[src/rtl/trace_replay_engine_pkg.sv]
// Shared definitions for the trace replay sequencer: instruction opcodes and
// the ROM word layout {op, payload}.
package trace_replay_engine_pkg;

  localparam int unsigned op_width_lp = 4;

  typedef enum logic [3:0] {
    OP_NOP          = 4'd0,
    OP_SEND         = 4'd1,
    OP_RECV         = 4'd2,
    OP_DONE         = 4'd3,
    OP_FINISH       = 4'd4,
    OP_WAIT         = 4'd5,
    OP_LDCNT        = 4'd6,
    OP_RECV_NOCHECK = 4'd7
  } op_e;

  // Width of one ROM word: opcode on top of a single packet payload.
  function automatic int unsigned rom_word_width(input int unsigned ring_width);
    return ring_width + op_width_lp;
  endfunction

endpackage

[src/rtl/trace_replay_engine_wait_counter.sv]
// Down-counter used by the WAIT instruction: loaded by LDCNT, decremented
// while a WAIT is stalling, and reporting when it has reached zero.
module trace_replay_engine_wait_counter #(
  parameter int unsigned width_p = 16
) (
  input  logic               clk,
  input  logic               reset,
  input  logic               load,
  input  logic               dec,
  input  logic [width_p-1:0] load_value,
  output logic               zero
);

  logic [width_p-1:0] count;

  // Load has priority; the sequencer never requests load and dec together.
  always_ff @(posedge clk) begin
    if (reset) begin
      count <= '0;
    end else if (load) begin
      count <= load_value;
    end else if (dec) begin
      count <= count - width_p'(1);
    end
  end

  assign zero = (count == '0);

endmodule

[src/rtl/trace_replay_engine.sv]
// ROM-driven stimulus/check sequencer. Each ROM word holds an opcode and a
// packet payload; the engine sends payloads out, compares incoming packets,
// waits on a loadable counter and stops on DONE/FINISH or an illegal opcode.
module trace_replay_engine
  import trace_replay_engine_pkg::*;
#(
  parameter int unsigned ring_width_p     = 80,
  parameter int unsigned rom_addr_width_p = 8,
  parameter int unsigned counter_width_p  = 16
) (
  input  logic                                  clk_i,
  input  logic                                  reset_i,
  input  logic                                  en_i,
  input  logic                                  v_i,
  input  logic [ring_width_p-1:0]               data_i,
  output logic                                  ready_o,
  output logic                                  v_o,
  output logic [ring_width_p-1:0]               data_o,
  input  logic                                  yumi_i,
  output logic [rom_addr_width_p-1:0]           rom_addr_o,
  input  logic [rom_word_width(ring_width_p)-1:0] rom_data_i,
  output logic                                  done_o,
  output logic                                  error_o
);

  logic [op_width_lp-1:0]      op_bits;
  op_e                         op;
  logic [ring_width_p-1:0]     payload;
  logic [rom_addr_width_p-1:0] addr;
  logic                        done_q;
  logic                        error_q;
  logic                        active;
  logic                        advance;
  logic                        set_done;
  logic                        set_error;
  logic                        cnt_load;
  logic                        cnt_dec;
  logic                        cnt_zero;

  assign op_bits = rom_data_i[ring_width_p +: op_width_lp];
  assign op      = op_e'(op_bits);
  assign payload = rom_data_i[ring_width_p-1:0];
  assign active  = en_i && !done_q && !reset_i;

  // Decode the current instruction into handshake outputs and state updates.
  // FINISH behaves exactly like DONE in hardware; encodings 8-15 stop with error.
  always_comb begin
    v_o       = 1'b0;
    ready_o   = 1'b0;
    advance   = 1'b0;
    set_done  = 1'b0;
    set_error = 1'b0;
    cnt_load  = 1'b0;
    cnt_dec   = 1'b0;
    if (active) begin
      case (op)
        OP_NOP: advance = 1'b1;
        OP_SEND: begin
          v_o     = 1'b1;
          advance = yumi_i;
        end
        OP_RECV: begin
          ready_o   = 1'b1;
          advance   = v_i;
          set_error = v_i && (data_i != payload);
        end
        OP_DONE, OP_FINISH: set_done = 1'b1;
        OP_WAIT: begin
          advance = cnt_zero;
          cnt_dec = !cnt_zero;
        end
        OP_LDCNT: begin
          cnt_load = 1'b1;
          advance  = 1'b1;
        end
        OP_RECV_NOCHECK: begin
          ready_o = 1'b1;
          advance = v_i;
        end
        default: begin
          set_done  = 1'b1;
          set_error = 1'b1;
        end
      endcase
    end
  end

  // Instruction pointer plus sticky done/error flags.
  always_ff @(posedge clk_i) begin
    if (reset_i) begin
      addr    <= '0;
      done_q  <= 1'b0;
      error_q <= 1'b0;
    end else begin
      if (advance)   addr    <= addr + rom_addr_width_p'(1);
      if (set_done)  done_q  <= 1'b1;
      if (set_error) error_q <= 1'b1;
    end
  end

  trace_replay_engine_wait_counter #(
    .width_p(counter_width_p)
  ) wait_counter (
    .clk        (clk_i),
    .reset      (reset_i),
    .load       (cnt_load),
    .dec        (cnt_dec),
    .load_value (payload[counter_width_p-1:0]),
    .zero       (cnt_zero)
  );

  assign data_o     = payload;
  assign rom_addr_o = addr;
  assign done_o     = done_q;
  assign error_o    = error_q;

  // A consumer may only take data that is actually being offered.
  yumi_needs_valid: assert property (@(posedge clk_i) disable iff (reset_i || !en_i) yumi_i |-> v_o);

endmodule

[config.mk]
export PLATFORM = sky130hd
export DESIGN_NAME = trace_replay_engine
export DESIGN_NICKNAME = d
export VERILOG_FILES = /design/src/rtl/trace_replay_engine_pkg.sv /design/src/rtl/trace_replay_engine_wait_counter.sv /design/src/rtl/trace_replay_engine.sv
export SDC_FILE = /design/constraint.sdc
export NUM_CORES = 1
export LEC_CHECK = 0
export ABC_AREA = 1
export CAP_MARGIN = 20
export CORE_ASPECT_RATIO = 0.5
export CORE_MARGIN = 2
export CORE_UTILIZATION = 32
export CTS_CLUSTER_SIZE = 30
export DETAILED_ROUTE_END_ITERATION = 12
export PLACE_DENSITY = 0.81
export SLEW_MARGIN = 20
export SYNTH_ARGS = -nofsm -noshare
export SYNTH_HDL_FRONTEND = slang
export SYNTH_SLANG_ARGS = --single-unit
[constraint.sdc]
create_clock -name clk_i -period 1.6 [get_ports clk_i]
set_input_delay 0.32 -clock clk_i [delete_from_list [all_inputs] [get_ports clk_i]]
set_output_delay 0.32 -clock clk_i [all_outputs]
set_load 0.01 [all_outputs]
==> results.ini <==
[outcome]
status=finished with violations
violations=negative setup slack

[pwr]
p_sw_w=0.000825
power_density_mw_per_mm2=368
p_clk_share_pct=23.8
clk-power_w=0.000617
vdd_ir_drop_max_mv=0.411
pwr-share-seq_pct=25.7
powerComb_w=0.00131
internal_power_w=0.00176
power_w=0.00259
comb_power_share_pct=50.5
static-leakage-power_nw=4.28
power_leader=combinational logic

[drt]
drc_errors=0
routedWlPerCell_um=14.2
wirelength_mm=15.1
viasPerCell=4.52
num_vias=4824

[hold_path]
whs_endpoint=error_o$_SDFFE_PP0P_
hp-class=flip-flop to flip-flop
worstHoldPathCells=2

[yosys]
top_area_share_pct=17.5
fp_nets=822
syn_avg_cell_area_um2=5.59
yosysUniqueCellTypes=34
ys_top_cells_by_count=170 x nand2_1, 124 x nor2_1, 106 x inv_1, 80 x buf_4
ys_warn_count=0
yosys_area_mm2=0.00364
async_reset_ff_share_pct=0
synth_seq_share_pct=14.3
ys_ff=26
top_cell=nand2_1
syn_inst=650
synthesis.area_mm2=0.00364
top_area_cell=nand2_1

[global_route]
antenna_found_initial=0
grt_start_max_net_pins=15
grt_pass1_vias=4565
grt.overflow.total=0

[placement]
gp_congestion=0.946
placement.io_buffers=260
placed_area_mm2=0.00635

[cts]
cts.htree.levels=1
hold_buffers=0
clk_path_buf_depth=2
clk_latency_ns=0.26
clock_sinks=26
root_buffer=clkbuf_16

[die]
rows=27
initCoreUtil_pct=32.9
chipArea_mm2=0.0123
fp.coreArea_mm2=0.0110

[cells_and_area]
fill_cells=952
drive_gt1_share_pct=20.7
n_antenna_cell=0
nNetsFinal=1095
final_util_pct=63.7

[setup_path]
r2r_start=wait_counter.count[1]$_SDFFE_PP0P_
worstPathRequired_ns=1.75
ff2ff_path_depth=12
worstSetupPathType=flip-flop to flip-flop
cp-start-kind=flip-flop
r2r_slack_ns=-0.12
crit_path_end_kind=flip-flop
worstSetupStartpoint=wait_counter.count[1]$_SDFFE_PP0P_
worstPathArrival_ns=1.87
path_max_fanout=4
worst_r2r_endpoint=wait_counter.count[3]$_SDFFE_PP0P_

[final_timing]
fin_ws_ns=-0.118
worstMarginPinSlew_ns=0.363
drv_slew=0
whs_ns=0.466
rsz0062_at_grt=yes
finalCritPeriodShare_pct=107
fmax_mhz=582
fin_skew_ns=0.00300
max-slew-margin-rel_pct=75.7
setup_viol=22

[job]
warnings=29

[how the worst max path moves through the flow]
stage	end	slack, ns	cells after the start
final	wait_counter.count[3]$_SDFFE_PP0P_	-0.12	12
after global routing	rom_addr_o[4]$_SDFFE_PP0P_	-0.22	13
after CTS	rom_addr_o[6]$_SDFFE_PP0P_	-0.13	13
after detailed placement	ready_o	-0.53	6
after global placement	ready_o	-0.50	6
after floorplan	wait_counter.count[14]$_SDFFE_PP0P_	0.02	13
[metrics by stage]
stage | TNS [ns] | cells
floorplan | 0 | 650
global placement | -19.87 | 1043
detailed placement | -21.30 | 1043
CTS | -0.693 | 1063
global route | -3.72 | 1067
finish | -1.37 | 1067
[logic make-up (layout without fill, tap and decap cells)]
logic type / Yosys count / in the layout / synth area share [%]
compound gates: 49 / 49 / 8.09
xor+xnor: 40 / 40 / 9.64
fa+ha+maj: 3 / 3 / 1.03
buf+inv: 198 / 470 / 28.8
flops: 26 / 26 / 14.3
simple gates: 334 / 334 / 38.1
[area by class of cell]
class	instances	area (µm²)	share of cell area, %
timing repair buffer	351	3430	48.7
clock buffer	4	88.8	1.26
inverter	115	464	6.59
sequential	26	533	7.57
tap	145	181	2.58
multi-input combinational	426	2340	33.3
[layer usage]
metal | GRT usage (%) | up-vias | share of wire [%]
li1 | - | 2408 | -
met1 | 26.8 | 2218 | 41
met2 | 43.0 | 166 | 52
met3 | 2.99 | 32 | 5.2
met4 | 4.81 | 0 | 2.1
met5 | 0 | - | 0
[sequential cells by signal (all words and copies together), names as in the netlist]
name / cells
wait_counter.count: 16
done_o: 1
rom_addr_o: 8
error_o: 1
[repair_timing]
item | 4_1_cts | 5_1_grt
resized | 165 | 143
buffers inserted | 16 | 5
pin swaps | 47 | 82
setup endpoints to repair | 107 | 30
[worst max-delay path, stage by stage (launching register included)]
cell	delay (ns)
dfxtp_4	0.36
inv_6	0.07
ha_4	0.14
inv_4	0.04
nor3_2	0.09
nand4_1	0.15
buf_4	0.20
nand2_8	0.10
inv_6	0.05
buf_6	0.11
buf_6	0.11
a22oi_2	0.11
a21oi_1	0.08
[cell usage in the layout, fill, tap and decap left out, types with 3 or more instances in the layout]
| cell | n |
|---|---|
| xor2_1 | 26 |
| dlygate4sd2_1 | 92 |
| a21oi_2 | 3 |
| nor2_1 | 109 |
| dlymetal6s2s_1 | 87 |
| nor2_2 | 12 |
| o221ai_2 | 3 |
| clkbuf_16 | 3 |
| clkdlybuf4s50_1 | 73 |
| nor2_4 | 10 |
| o22ai_2 | 4 |
| o21ai_2 | 4 |
| nand2_1 | 161 |
| nand2_2 | 9 |
| xnor2_1 | 12 |
| dfxtp_1 | 18 |
| inv_2 | 10 |
| buf_6 | 9 |
| dfxtp_2 | 7 |
| nand2_8 | 3 |
| buf_4 | 80 |
| nor3_1 | 3 |
| a21oi_1 | 17 |
| inv_1 | 99 |
| nor3_2 | 4 |
| o21ai_1 | 7 |
| nand3_1 | 9 |
| inv_6 | 3 |
| nand4_1 | 6 |
| o21ai_0 | 3 |
==> images/congestion.png <==
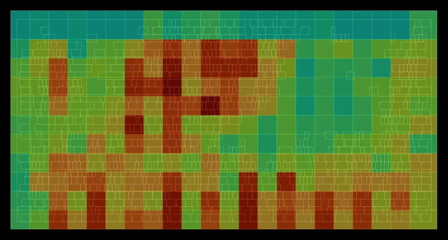
met3 GRT Util: 2.99%
GRT Max-Usage Layer: met2
GRT Total Usage: 22.4%

==> images/detail.png <==
Region (65, 11) to (90, 36) µm. Cells in gray, sequential cells in the stronger gray; small squares are vias.
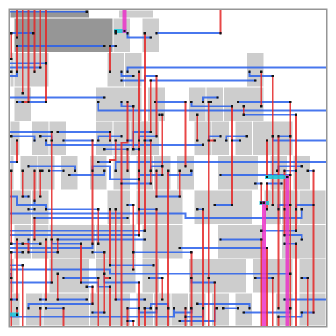
Key: metal 3 = cyan; metal 4 = magenta; metal 2 = red; metal 1 = blue
66 logic cells have their middle in the window. Netlist names of flops here include wait_counter.count (1). Most frequent: nor2_1 (19), nand2_1 (16). Sequential cells in the window: 1.

Power is estimated from default activity; no workload was simulated.
